==> config.mk <==
export PLATFORM = sky130hd
export DESIGN_NAME = sifive_tl_echo_responder
export DESIGN_NICKNAME = d
export VERILOG_FILES = /design/src/rtl/sifive_tl_echo_pkg.sv /design/src/rtl/sifive_tl_echo_fifo.sv /design/src/rtl/sifive_tl_echo_responder.sv
export SDC_FILE = /design/constraint.sdc
export NUM_CORES = 1
export LEC_CHECK = 0
export ABC_CLOCK_PERIOD_IN_PS = 5700
export CAP_MARGIN = 0
export CORE_MARGIN = 3
export CORE_UTILIZATION = 30
export CTS_BUF_LIST = sky130_fd_sc_hd__clkbuf_8
export DETAILED_ROUTE_END_ITERATION = 8
export GPL_TIMING_DRIVEN = 0
export PLACE_DENSITY = 0.44
export SYNTH_ARGS = -nofsm -noshare
export SYNTH_HDL_FRONTEND = slang
export SYNTH_SLANG_ARGS = --single-unit
==> constraint.sdc <==
create_clock -name clock -period 5.7 [get_ports clock]
set_input_delay 1.14 -clock clock [delete_from_list [all_inputs] [get_ports clock]]
set_output_delay 1.14 -clock clock [all_outputs]
set_load 0.05 [all_outputs]
==> run_1/registers.png <==
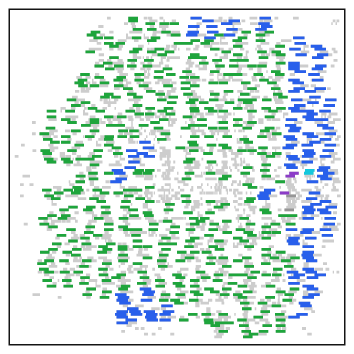
`store_q`: in green, sequential cells 512. `u_fifo.mem_q`: in blue, sequential cells 168. `u_fifo.count_q`: in purple, sequential cells 3. `u_fifo.rd_ptr_q`: in cyan, sequential cells 2.
Another 2 sequential cells are not coloured.
fraction of standard cell area that is sequential: 0.513
Register Area: 18,000 um2
Power Sequential: 5.94 mW

==> run_1/final_clocks.png <==
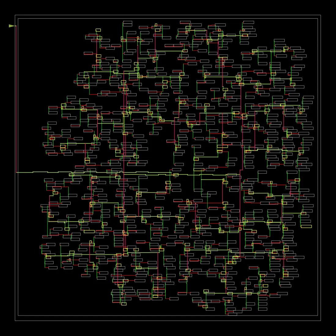
Flop Count: 687
total clock sinks: 687
latest clock arrival within the worst-skew pair: 0.75 ns

==> run_1/clock_map.png <==
The bar under the picture is 100 um long.
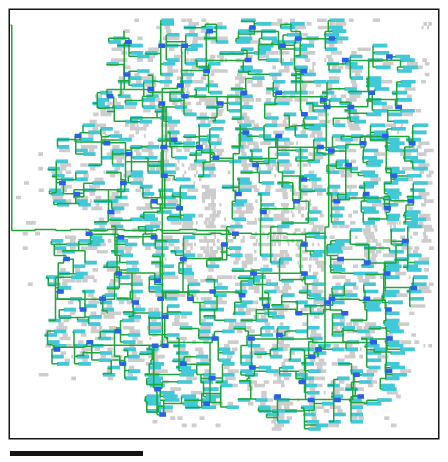
cells driving clock nets: in blue, count 119. clock wires: in green, length 10,200 um. flip-flops: in cyan, count 687.
There are 120 routed clock nets. Position of the flops: all over the die.
clock network power: 4.52 mW
Clock Skews: 0.0353 ns

==> run_1/metal_stack.png <==
The bar under the picture is 100 um long.
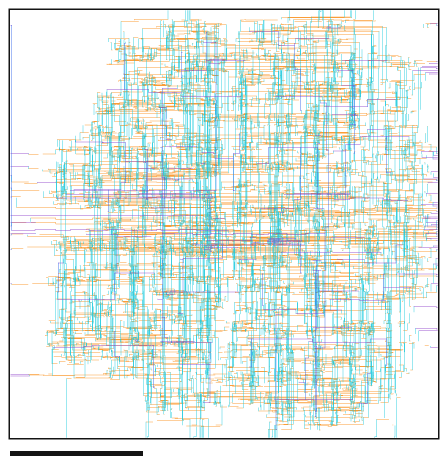
met1: in orange, wire length 37.6 mm. met4: in blue, wire length 1,980 um. met2: in cyan, wire length 38.7 mm. met3: in purple, wire length 3,620 um.
Vias: 16,400
average wire per cell in the routed design: 24.6 um
combined global-route utilization of all metal layers: 0.161
Final Routed Wirelength: 81.9 mm

==> out/writeup.txt, run 1 <==
The flow ran to the end, and the final reports show no timing, DRC or antenna violations. The clock passes through at most 3 buffers. The synthesis stat section lists a flop and latch total of 687.

The die outline area came out at 104,000 um2. The final report gives the standard cell area, fillers excluded, as 35,200 um2. The area fraction in compound gates was 0.0160; the slack of the worst reg-to-reg path was 2.98 ns. Per the OpenROAD power report, leakage power amounts to 15.4 nW.

The cell count after synthesis is 1,712. On the final layout, the worst hold slack is 0.432 ns. The run gives 17.5 um2 for the average size of a mapped cell. For this run, the leading register cell type out of synthesis is dfrtp_1. The core utilization of the finished layout was 0.356; the post-route setup TNS was 0 ns. STA classifies the critical path endpoint as a primary output. Relative to the synthesized area, the layout overhead comes to 17.4%.

The most common logic cell in the final layout is dfrtp_1. For reference, the final report shows the max-slew violation count at 0. The logs give 0.303 for the pre-placement core utilization and 108 for the number of ports placed on the die boundary. The count of nets left with antenna violations once routing finished came out at 0. The worst voltage drop across the vdd grid was 248 uV; the depth of the worst register-to-register path was 5.

The violation tally recorded at the end of detailed-routing iteration 0 is 871. With the worst-margin pin slew at 1.31 ns, the met1 demand-to-capacity share in global routing is 0.219. The initial antenna violation count was 4.

The run gives 98,700 um2 as the core region area. The run gives 0.00176 for the fraction of synthesized cell area in xor and xnor cells. The yosys cell count was 1,712; the synthesis area per yosys was 29,900 um2. In the final design database the tool counted 2,004 nets. Summing internal, switching and leakage power gives 13.6 mW. In this run the most used layer during global routing was met2. Detailed placement ended at an HPWL of 54.4 mm.

The fraction of met3 tracks used by global routing was 0.0298; the highest net fanout along the worst path was 10. The total congestion overflow after global routing came out at 0. The total clock buffers created by CTS came out at 119.

The minimum clock period after layout was 4.89 ns; the part of the Yosys area used for sequential elements was 0.602.
-- run 1: layout make-up --
cell class	count	area share
repair buffers	102	0.0322
plain buffers	117	0.0162
clock buffers	143	0.0560
well taps	1287	0.0458
multi-input cells	907	0.323
flip-flops and latches	687	0.513
clock inverters	82	0.0132
diodes	4	0.000285
inverters	4	0.000427
-- run 1: power breakdown --
part           switching, mW  leakage [nW]  internal, mW
sequential             0.237          8.65          5.71
clock                   2.07          1.41          2.45
combinational           1.84          5.29          1.27
total                   4.14          15.4          9.43
-- run 1: critical path, cell delays in order, from the launching register on --
cell             delay [ns]
dfrtp_1                0.32
clkbuf_1               0.39
clkbuf_1               0.94
mux4_2                 0.49
clkdlybuf4s50_1        0.84
==> run_1/pins.png <==
Pins as bars across the die edge, other pins in grey.
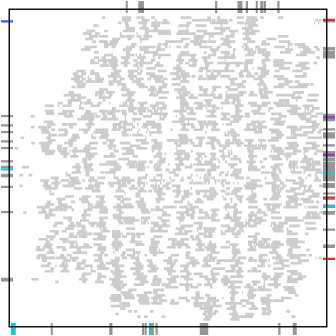

## Run 2: what changed since run 1
--- a/config.mk
+++ b/config.mk
@@ -7,9 +7,9 @@
 export LEC_CHECK = 0
 export ABC_CLOCK_PERIOD_IN_PS = 5700
 export CAP_MARGIN = 0
-export CORE_MARGIN = 3
 export CORE_UTILIZATION = 30
 export CTS_BUF_LIST = sky130_fd_sc_hd__clkbuf_8
+export CTS_CLUSTER_SIZE = 8
 export DETAILED_ROUTE_END_ITERATION = 8
 export GPL_TIMING_DRIVEN = 0
 export PLACE_DENSITY = 0.44
==> run_2/pins.png <==
Pins as bars across the die edge, other pins in grey.
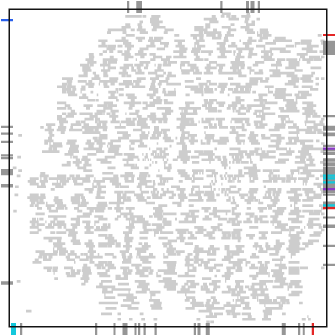
`a_address`: in cyan, pins 8, direction input, edge 4 south, 4 east. `d_echo`: in purple, pins 2, direction output, edge east. `clock`: in blue, pins 1, direction input, edge west. `d_opcode`: in red, pins 3, direction output, edge 2 east, 1 south.
height of the die: 318 um
number of port buffers: 96
Die Wd: 318 um

==> run 2 against run 1 <==
  * Critical endpoint is now d_data[31]
  * Flip-flop count is the same
  * Sequential power is essentially flat
  * Clock-buffer cell count grew 15
  * Clock power grew 4%
==> out/writeup.txt, run 2 <==
The flow ran to the end, and the final reports show no timing, DRC or antenna violations. The total area of sequential cells was 18,000 um2 (unchanged). The non-clock inverter total of the final layout is 4 (unchanged), and the worst-margin pin slew is 1.37 ns (+0.0522 ns).

For the yosys cell count, the log shows 1,712 (unchanged). The total net switching power was 4.15 mW (+0.39%). The switching power as a share of total power works out to 0.303 (-0.00181). The clock buffer count in the final layout is 158 (+10%), and the clock network power consumption is 4.69 mW (+4%). The logs give 98,600 um2 (-0.15%) for the core region area and 15.4 nW (+0.26%) for the leakage component of the power. The run gives 16,500 (+0.26%) for the total vias in the final route.

The share of power burned in combinational logic was 0.223 (-0.006). For the slack of the worst reg-to-reg path, the log shows 2.93 ns (-0.05 ns). The leading cell category by total area is registers. With the worst hold slack at 0.288 ns (-0.144 ns), the met1 demand-to-capacity share in global routing is 0.220 (+0.00155). The layout buffering overhead excluding clock cells is 0.0467 (-0.00166), and the highest net fanout along the worst path is 10 (unchanged). The combinational fraction of the cell area is 0.322 (-0.000665), and the maximum clock skew at final layout is 0.0313 ns (-0.00403 ns).

For the power share of the sequential group, the log shows 0.434 (-0.004). For the combinational gate power, the log shows 3.06 mW (-2%). The logs give 29,900 um2 (unchanged) for the synthesis area per yosys and 0.0355 (+0.00569) for the fraction of met3 tracks used by global routing. The summed area of non-filler cells in the final layout was 35,200 um2 (+0.21%); the number of synthesized register bits was 687 (unchanged). The final routed wirelength across all metal layers came out at 81.9 mm (about the same).
==> run 2: cell counts after synthesis <==
No cell type changed its count.
==> run 2: cells by family (layout without fill, tap and decap cells) <==
group,count (synthesis),count (layout),synth area share
compound gates,64,64,0.0160
flops,687,687,0.602
mux,684,684,0.323
buf+inv,121,453,0.0196
other cells,1,7,0.000125
xor+xnor,6,6,0.00176
simple gates,143,143,0.0344
fa+ha+maj,6,6,0.00276
==> run 2: worst max-delay path, cell delays in order, from the launching register on <==
cell and delay [ns]:
dfrtp_1 0.32, clkbuf_1 0.60, clkbuf_1 0.72, mux4_2 0.44, clkdlybuf4s50_1 0.83
No activity file was given, so power comes from the tool's default toggle rates.
